$ cat src/rtl/sequencer_pkg.sv
// Shared definitions for the instruction sequencer: FSM encoding, decode
// handshake constants, trap cause codes and the reset/trap vectors.
package sequencer_pkg;

    typedef enum logic [1:0] {
        ST_BOOT  = 2'd0,
        ST_FETCH = 2'd1,
        ST_EXEC  = 2'd2,
        ST_TRAP  = 2'd3
    } state_t;

    localparam logic [2:0]  CSTATE_IDLE   = 3'b111;
    localparam logic [2:0]  CSTATE_DONE   = 3'b011;
    localparam logic [3:0]  CAUSE_IFAULT  = 4'd1;
    localparam logic [3:0]  CAUSE_ILLEGAL = 4'd2;
    localparam logic [63:0] RESET_PC_DEF  = 64'hFFFF_FFFF_FFFF_FF00;
    localparam logic [63:0] TRAP_VEC_DEF  = 64'hFFFF_FFFF_FFFF_FE00;

endpackage

$ cat src/rtl/sequencer.sv
// Instruction sequencer: fetches into IR, walks decode's cstate, advances PC.
// Optional trapping on bus error / undefined instruction: SEQUENCER_TRAP_EN.
module sequencer
    import sequencer_pkg::*;
#(
    parameter logic [63:0] RESET_PC = RESET_PC_DEF,
    parameter logic [63:0] TRAP_VEC = TRAP_VEC_DEF
) (
    input  logic        clk_i,
    input  logic        reset_ni,
    output logic [63:0] iadr_o,
    output logic        icyc_o,
    output logic        istb_o,
    input  logic        iack_i,
    input  logic        ierr_i,
    input  logic [31:0] idat_i,
    output logic [2:0]  cstate_o,
    output logic [31:0] ir_o,
    input  logic [2:0]  nstate_i,
    input  logic        defined_i,
    output logic [63:0] pc_o,
    output logic        trap_o,
    output logic [3:0]  cause_o,
    output logic [63:0] epc_o
);

    state_t      state_reg,  state_next;
    logic [63:0] pc_reg,     pc_next;
    logic [31:0] ir_reg,     ir_next;
    logic [2:0]  cstate_reg, cstate_next;

    always_ff @(posedge clk_i or negedge reset_ni) begin
        if (!reset_ni) begin
            state_reg  <= ST_BOOT;
            pc_reg     <= RESET_PC;
            ir_reg     <= '0;
            cstate_reg <= CSTATE_IDLE;
        end else begin
            state_reg  <= state_next;
            pc_reg     <= pc_next;
            ir_reg     <= ir_next;
            cstate_reg <= cstate_next;
        end
    end

    always_comb begin
        state_next  = state_reg;
        pc_next     = pc_reg;
        ir_next     = ir_reg;
        cstate_next = cstate_reg;
        case (state_reg)
            ST_BOOT: begin
                state_next = ST_FETCH;
            end
            ST_FETCH: begin
                // A bus error takes priority over a simultaneous ack.
                if (ierr_i) begin
`ifdef SEQUENCER_TRAP_EN
                    state_next = ST_TRAP;
`else
                    pc_next    = pc_reg + 64'd4;
                    state_next = ST_FETCH;
`endif
                end else if (iack_i) begin
                    ir_next     = idat_i;
                    cstate_next = 3'd0;
                    state_next  = ST_EXEC;
                end
            end
            ST_EXEC: begin
                if (cstate_reg == 3'd0 && !defined_i) begin
                    cstate_next = CSTATE_IDLE;
`ifdef SEQUENCER_TRAP_EN
                    state_next  = ST_TRAP;
`else
                    pc_next     = pc_reg + 64'd4;
                    state_next  = ST_FETCH;
`endif
                end else if (nstate_i >= CSTATE_DONE) begin
                    pc_next     = pc_reg + 64'd4;
                    cstate_next = CSTATE_IDLE;
                    state_next  = ST_FETCH;
                end else begin
                    cstate_next = nstate_i;
                end
            end
            ST_TRAP: begin
                pc_next    = TRAP_VEC;
                state_next = ST_FETCH;
            end
            default: begin
                state_next = ST_BOOT;
            end
        endcase
    end

    assign icyc_o   = (state_reg == ST_FETCH);
    assign istb_o   = (state_reg == ST_FETCH);
    assign iadr_o   = (state_reg == ST_FETCH) ? pc_reg : 64'd0;
    assign cstate_o = cstate_reg;
    assign ir_o     = ir_reg;
    assign pc_o     = pc_reg;

`ifdef SEQUENCER_TRAP_EN
    logic [3:0]  cause_reg;
    logic [63:0] epc_reg;

    // Cause is captured on the edge entering TRAP so it is valid with trap_o.
    always_ff @(posedge clk_i or negedge reset_ni) begin
        if (!reset_ni) begin
            cause_reg <= '0;
            epc_reg   <= '0;
        end else begin
            if (state_reg == ST_FETCH && ierr_i) begin
                cause_reg <= CAUSE_IFAULT;
            end else if (state_reg == ST_EXEC && cstate_reg == 3'd0 && !defined_i) begin
                cause_reg <= CAUSE_ILLEGAL;
            end
            if (state_reg == ST_TRAP) begin
                epc_reg <= pc_reg;
            end
        end
    end

    assign trap_o  = (state_reg == ST_TRAP);
    assign cause_o = cause_reg;
    assign epc_o   = epc_reg;
`else
    assign trap_o  = 1'b0;
    assign cause_o = 4'd0;
    assign epc_o   = 64'd0;
`endif

endmodule

$ cat config.mk
export PLATFORM = sky130hd
export DESIGN_NAME = sequencer
export DESIGN_NICKNAME = d
export VERILOG_FILES = /design/src/rtl/sequencer_pkg.sv /design/src/rtl/sequencer.sv
export SDC_FILE = /design/constraint.sdc
export NUM_CORES = 1
export LEC_CHECK = 0
export CELL_PAD_IN_SITES_DETAIL_PLACEMENT = 1
export CELL_PAD_IN_SITES_GLOBAL_PLACEMENT = 1
export CORE_AREA = 8 8 150 152
export CTS_CLUSTER_DIAMETER = 100
export DETAILED_ROUTE_END_ITERATION = 16
export DIE_AREA = 0 0 158 160
export PLACE_DENSITY = 0.8
export SLEW_MARGIN = 20
export SYNTH_ARGS = -nofsm -noshare
export SYNTH_HDL_FRONTEND = slang
export SYNTH_SLANG_ARGS = --single-unit
$ cat constraint.sdc
create_clock -name clk_i -period 3.1 [get_ports clk_i]
set_clock_uncertainty 0.1 [all_clocks]
set_input_delay 0.465 -clock clk_i [delete_from_list [all_inputs] [get_ports clk_i]]
set_output_delay 0.465 -clock clk_i [all_outputs]
set_load 0.02 [all_outputs]
==> results.yml, run 1 <==
# physical design summary
status:
  status: "complete, no violations"
timing:
  whs_ps: 66.9
  tightest_slew_ps: 787
  setup_ws_ps: 211
  setup_viol: 0
  layout_min_cycle_time_ps: 2890
  rsz0062_at_grt: "false"
  slew_headroom: 0.471
floorplanning:
  core-area_um2: 20000
  dieArea_um2: 25300
clock_tree:
  clkTransAtPathRegs_ps: 70
  cts_tree: "built"
  cts_setup_buffers: 0
  cts_max_level: 3
global_routing:
  grt_pass1_wl_mm: 33.1
  globalRouteMet2Util: 0.287
  grt_pass1_vias: 5919
  groute.usage.overall: 0.165
  met3_usage: 0.0383
  grt-busiest-layer: "met2"
  grt_overflow: 0
yosys:
  postSynthSeqShare: 0.416
  ys_area_um2: 6130
  netlist_area_um2: 6130
  postSynthAreaPerCell_um2: 9.52
  synth_flops: 99
  async_flop_share: 1.00
critical_path:
  start_kind: "flip-flop"
  slowest_stage: "clkdlybuf4s50_1"
  critPathBufInv: 3
  required_ps: 2530
  crit_chain: "inv_1, ha_2, buf_4, and2_1, clkdlybuf4s50_1"
  worst-setup-path-type: "flip-flop to output port"
layout:
  final_cell_area_um2: 8440
  fin_cells: 1111
  final_common_cell: "clkdlybuf4s50_1"
  area_growth_pct: 37.7
  final_cell_mix: "199 x clkdlybuf4s50_1, 73 x conb_1, 68 x and2_1"
detailed_routing:
  antenna_left: 0
  viasPerCell: 4.94
  routed_wirelength_mm: 21.2
  vias: 5487
placement:
  dpl.hpwl_mm: 16.1
  io_buffers: 200
  post-place-cells: 1095
worst_hold_path:
  min_path_type: "primary input to async pin"
pwr:
  power.total_uw: 5470
run:
  warning_count: 29
## run 1: where the power goes
group | internal [uW] | total (uW) | switching (uW) | leakage, uW
Clock | 549 | 1080 | 528 | 0.000132
Combinational | 1150 | 2570 | 1430 | 0.00221
Sequential | 1550 | 1810 | 262 | 0.00110
## run 1: worst register-to-register path, stage by stage (launching register included)
cell and delay, ps:
dfstp_2 640, nand4_1 270, nor4_1 690, and4_1 300, buf_4 210, a311oi_1 140
a41oi_1 210
## run 1: cell usage after synthesis, drive strengths merged, types with 10 or more instances
library cell	number	area, um^2
a31oi	12	75.1
and2	72	453
and3	10	65.1
and4	19	169
buf	85	609
clkbuf	26	138
dfrtp	40	1000
dfstp	59	1550
mux2	33	372
nand2	45	169
nand3	34	170
nand4	31	209
nor2	29	109
nor3	11	60.1
nor4	12	103
o21ai	32	160
o31ai	10	75.1
## run 1: cells by family after synthesis
logic type                 share of synthesized area
adders and majority gates                     0.0102
muxes                                         0.0655
AOI/OAI and AO/OA                             0.0941
other                                       0.000612
xor gates and xnor gates                      0.0200
and+or+nand+nor                                0.266
DFF                                            0.416
buffers and inverters                          0.127
## run 1: how the worst max path moves through the flow
stage / startpoint / end / depth (start not counted)
3_5_place_dp: nstate_i[2] / pc_o[48] / 8
2_1_floorplan: pc_o[39] / pc_o[60] / 7
4_1_cts: state_reg[1] / iadr_o[54] / 5
3_3_place_gp: nstate_i[2] / pc_o[58] / 8
5_1_grt: state_reg[1] / iadr_o[53] / 5
6_report: state_reg[1] / iadr_o[35] / 5
## run 1: area by class of cell
cell class                      count  area [um^2]  area share
Timing Repair Buffer              220         2160       0.256
Multi-Input combinational cell    497         3080       0.365
Clock inverter                      7         55.1     0.00652
Clock buffer                        9          225      0.0267
Tap cell                          270          338      0.0400
Inverter                            9         33.8     0.00400
Sequential cell                    99         2550       0.302
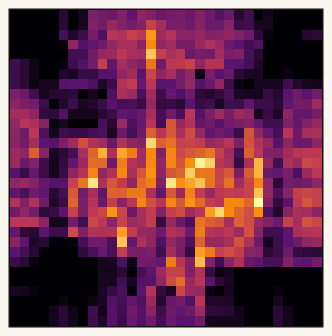
(run_1/metal_density.png)
32 x 32 tiles, from black (low) to pale yellow (high), scaled to the fullest tile. Values are wire area over tile area, all layers added.
The densest ninth of the die: centre. The emptiest ninth of the die: south-west. The fullest tile reaches 0.48.

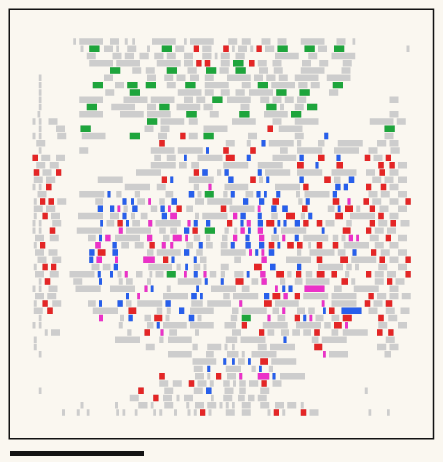
(run_1/logic_types.png)
The bar under the picture is 50 um long.
Key: mux cells = green [cells 36]; nor cells = magenta [cells 53]; and/or cells = red [cells 117]; nand cells = blue [cells 111]

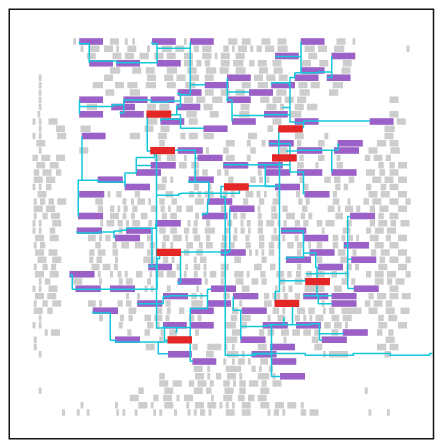
(run_1/clk_routes.png)
Key: clock drivers = red [count 9]; flip-flops = purple [count 99]; clock wires = cyan [length 1,440 um]
There are 10 routed clock nets.
Clock Power: 1080 uW
Clock Latency Late Sink: 350 ps
Clock power frac: 0.197

## Run 2: what changed since run 1
Settings changed: CTS_CLUSTER_SIZE set to 16.
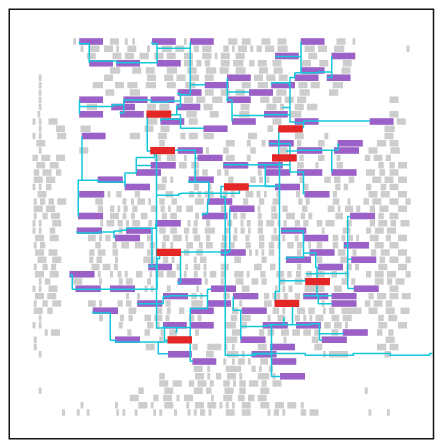
(run_2/clk_routes.png)
Key: flip-flops = purple [count 99]; clock wires = cyan [length 1,440 um]; clock drivers = red [count 9]
There are 10 routed clock nets.

==> run 2 against run 1 <==
Compared with the run above: area after synthesis unchanged; sequential share of layout area unchanged; wire length unchanged; maximum frequency unchanged; synthesized cell count unchanged; worst setup slack unchanged; non-clock buffer count unchanged; critical endpoint unchanged; largest cell class unchanged.
==> results.yml, run 2 <==
# physical design summary
detailed_routing:
  vias: 5487
  viasPerCell: 4.94
  routed_wirelength_mm: 21.2
yosys:
  most_common_cell: "buf_4"
  synth_top_area_share: 0.253
  yosys.area.top_type: "dfstp_2"
  netlist_top_cells_area: "dfstp_2 25%, dfrtp_1 16%, buf_4 9.2%"
  async_flop_share: 1.00
  ys_area_um2: 6130
  netlist_area_um2: 6130
  synth_flops: 99
  postSynthAreaPerCell_um2: 9.52
  common_cells: "75 x buf_4, 68 x and2_1, 59 x dfstp_2"
critical_path:
  start_kind: "flip-flop"
  required_ps: 2530
  worst-setup-path-type: "flip-flop to output port"
  slowest_stage: "clkdlybuf4s50_1"
  cp_max_fo: 28
  crit_chain: "inv_1, ha_2, buf_4, and2_1, clkdlybuf4s50_1"
  critPathBufInv: 3
layout:
  comb_area_um2: 3080
  seqCellArea_um2: 2550
  final_cell_area_um2: 8440
  final_cell_mix: "199 x clkdlybuf4s50_1, 73 x conb_1, 68 x and2_1"
  final_util: 0.421
  area_growth_pct: 37.7
global_routing:
  grt_pass1_wl_mm: 33.1
  grt_pass1_vias: 5919
  grt_overflow: 0
  groute.usage.overall: 0.165
timing:
  layout_min_cycle_time_ps: 2890
  tightest_slew_ps: 787
  rsz0062_at_grt: "false"
  slew_headroom: 0.471
  setup_viol: 0
status:
  status: "complete, no violations"
clock_tree:
  clock_latency_ps: 350
  cts_max_level: 3
  clkTransAtPathRegs_ps: 70
  cts_tree: "built"
  cts_setup_buffers: 0
placement:
  post-place-cells: 1095
  io_buffers: 200
floorplanning:
  rows: 52
  dieArea_um2: 25300
  core-area_um2: 20000
worst_hold_path:
  min_path_type: "primary input to async pin"
pwr:
  power.total_uw: 5470
run:
  warning_count: 29
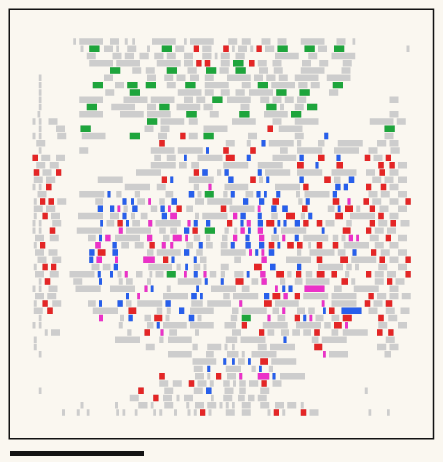
(run_2/logic_types.png)
The bar under the picture is 50 um long.
Key: nand cells = blue [cells 111]; and/or cells = red [cells 117]; nor cells = magenta [cells 53]; mux cells = green [cells 36]
Comb area share: 0.365
final cell count without fillers: 1,111
most numerous logic cell after layout: clkdlybuf4s50_1

[run 2: cell counts in the layout (fill, tap and decap cells not counted)]
Identical to the previous run, type by type.
[run 2: logic make-up (layout without fill, tap and decap cells)]
group / after synthesis / count (layout) / share of synthesized area
xor gates and xnor gates: 14 / 14 / 0.0200
and+or+nand+nor: 281 / 281 / 0.266
other: 1 / 73 / 0.000612
buffers and inverters: 120 / 245 / 0.127
AOI/OAI and AO/OA: 88 / 88 / 0.0941
muxes: 36 / 36 / 0.0655
adders and majority gates: 5 / 5 / 0.0102
DFF: 99 / 99 / 0.416
[run 2: cell type report]
class	count	area share
clock inverter	7	0.00652
inverter	9	0.00400
sequential	99	0.302
timing repair buffer	220	0.256
clock buffer	9	0.0267
multi-input combinational	497	0.365
tap	270	0.0400
[run 2: final timing paths]
| check | start | endpoint | depth (start not counted) |
|---|---|---|---|
| setup / recovery | state_reg[1] | iadr_o[35] | 5 |
| max in group asynchronous | reset_ni | pc_o[29] | 2 |
| hold / removal | reset_ni | ir_o[17] | 1 |
| hold reg to reg | cstate_o[0] | cstate_o[0] | 2 |
| setup reg to reg | pc_o[26] | pc_o[58] | 6 |
| min in group clk_i | cstate_o[0] | cstate_o[0] | 2 |
[run 2: per-stage QoR]
| stage | hold slack, ps | worst slack, ps |
|---|---|---|
| detailed placement | 394 | 476 |
| finish | 66.9 | 211 |
| global route | 118 | 49.5 |
| global placement | 386 | 513 |
| floorplan | 69.4 | 662 |
| CTS | 82.3 | 138 |
[run 2: metal layers]
metal  global-route usage  wire length (um)  vias up
met2                0.287             10800      167
li1                     -                 -     2541
met1                0.194              8670     2755
met4               0.0562               384        0
met5                    0                 0        -
met3               0.0383              1400       24
[run 2: power by group]
group          switching (uW)  total (uW)  internal (uW)
Sequential                262        1810           1550
Clock                     528        1080            549
Combinational            1430        2570           1150
No activity file was given, so power comes from the tool's default toggle rates.
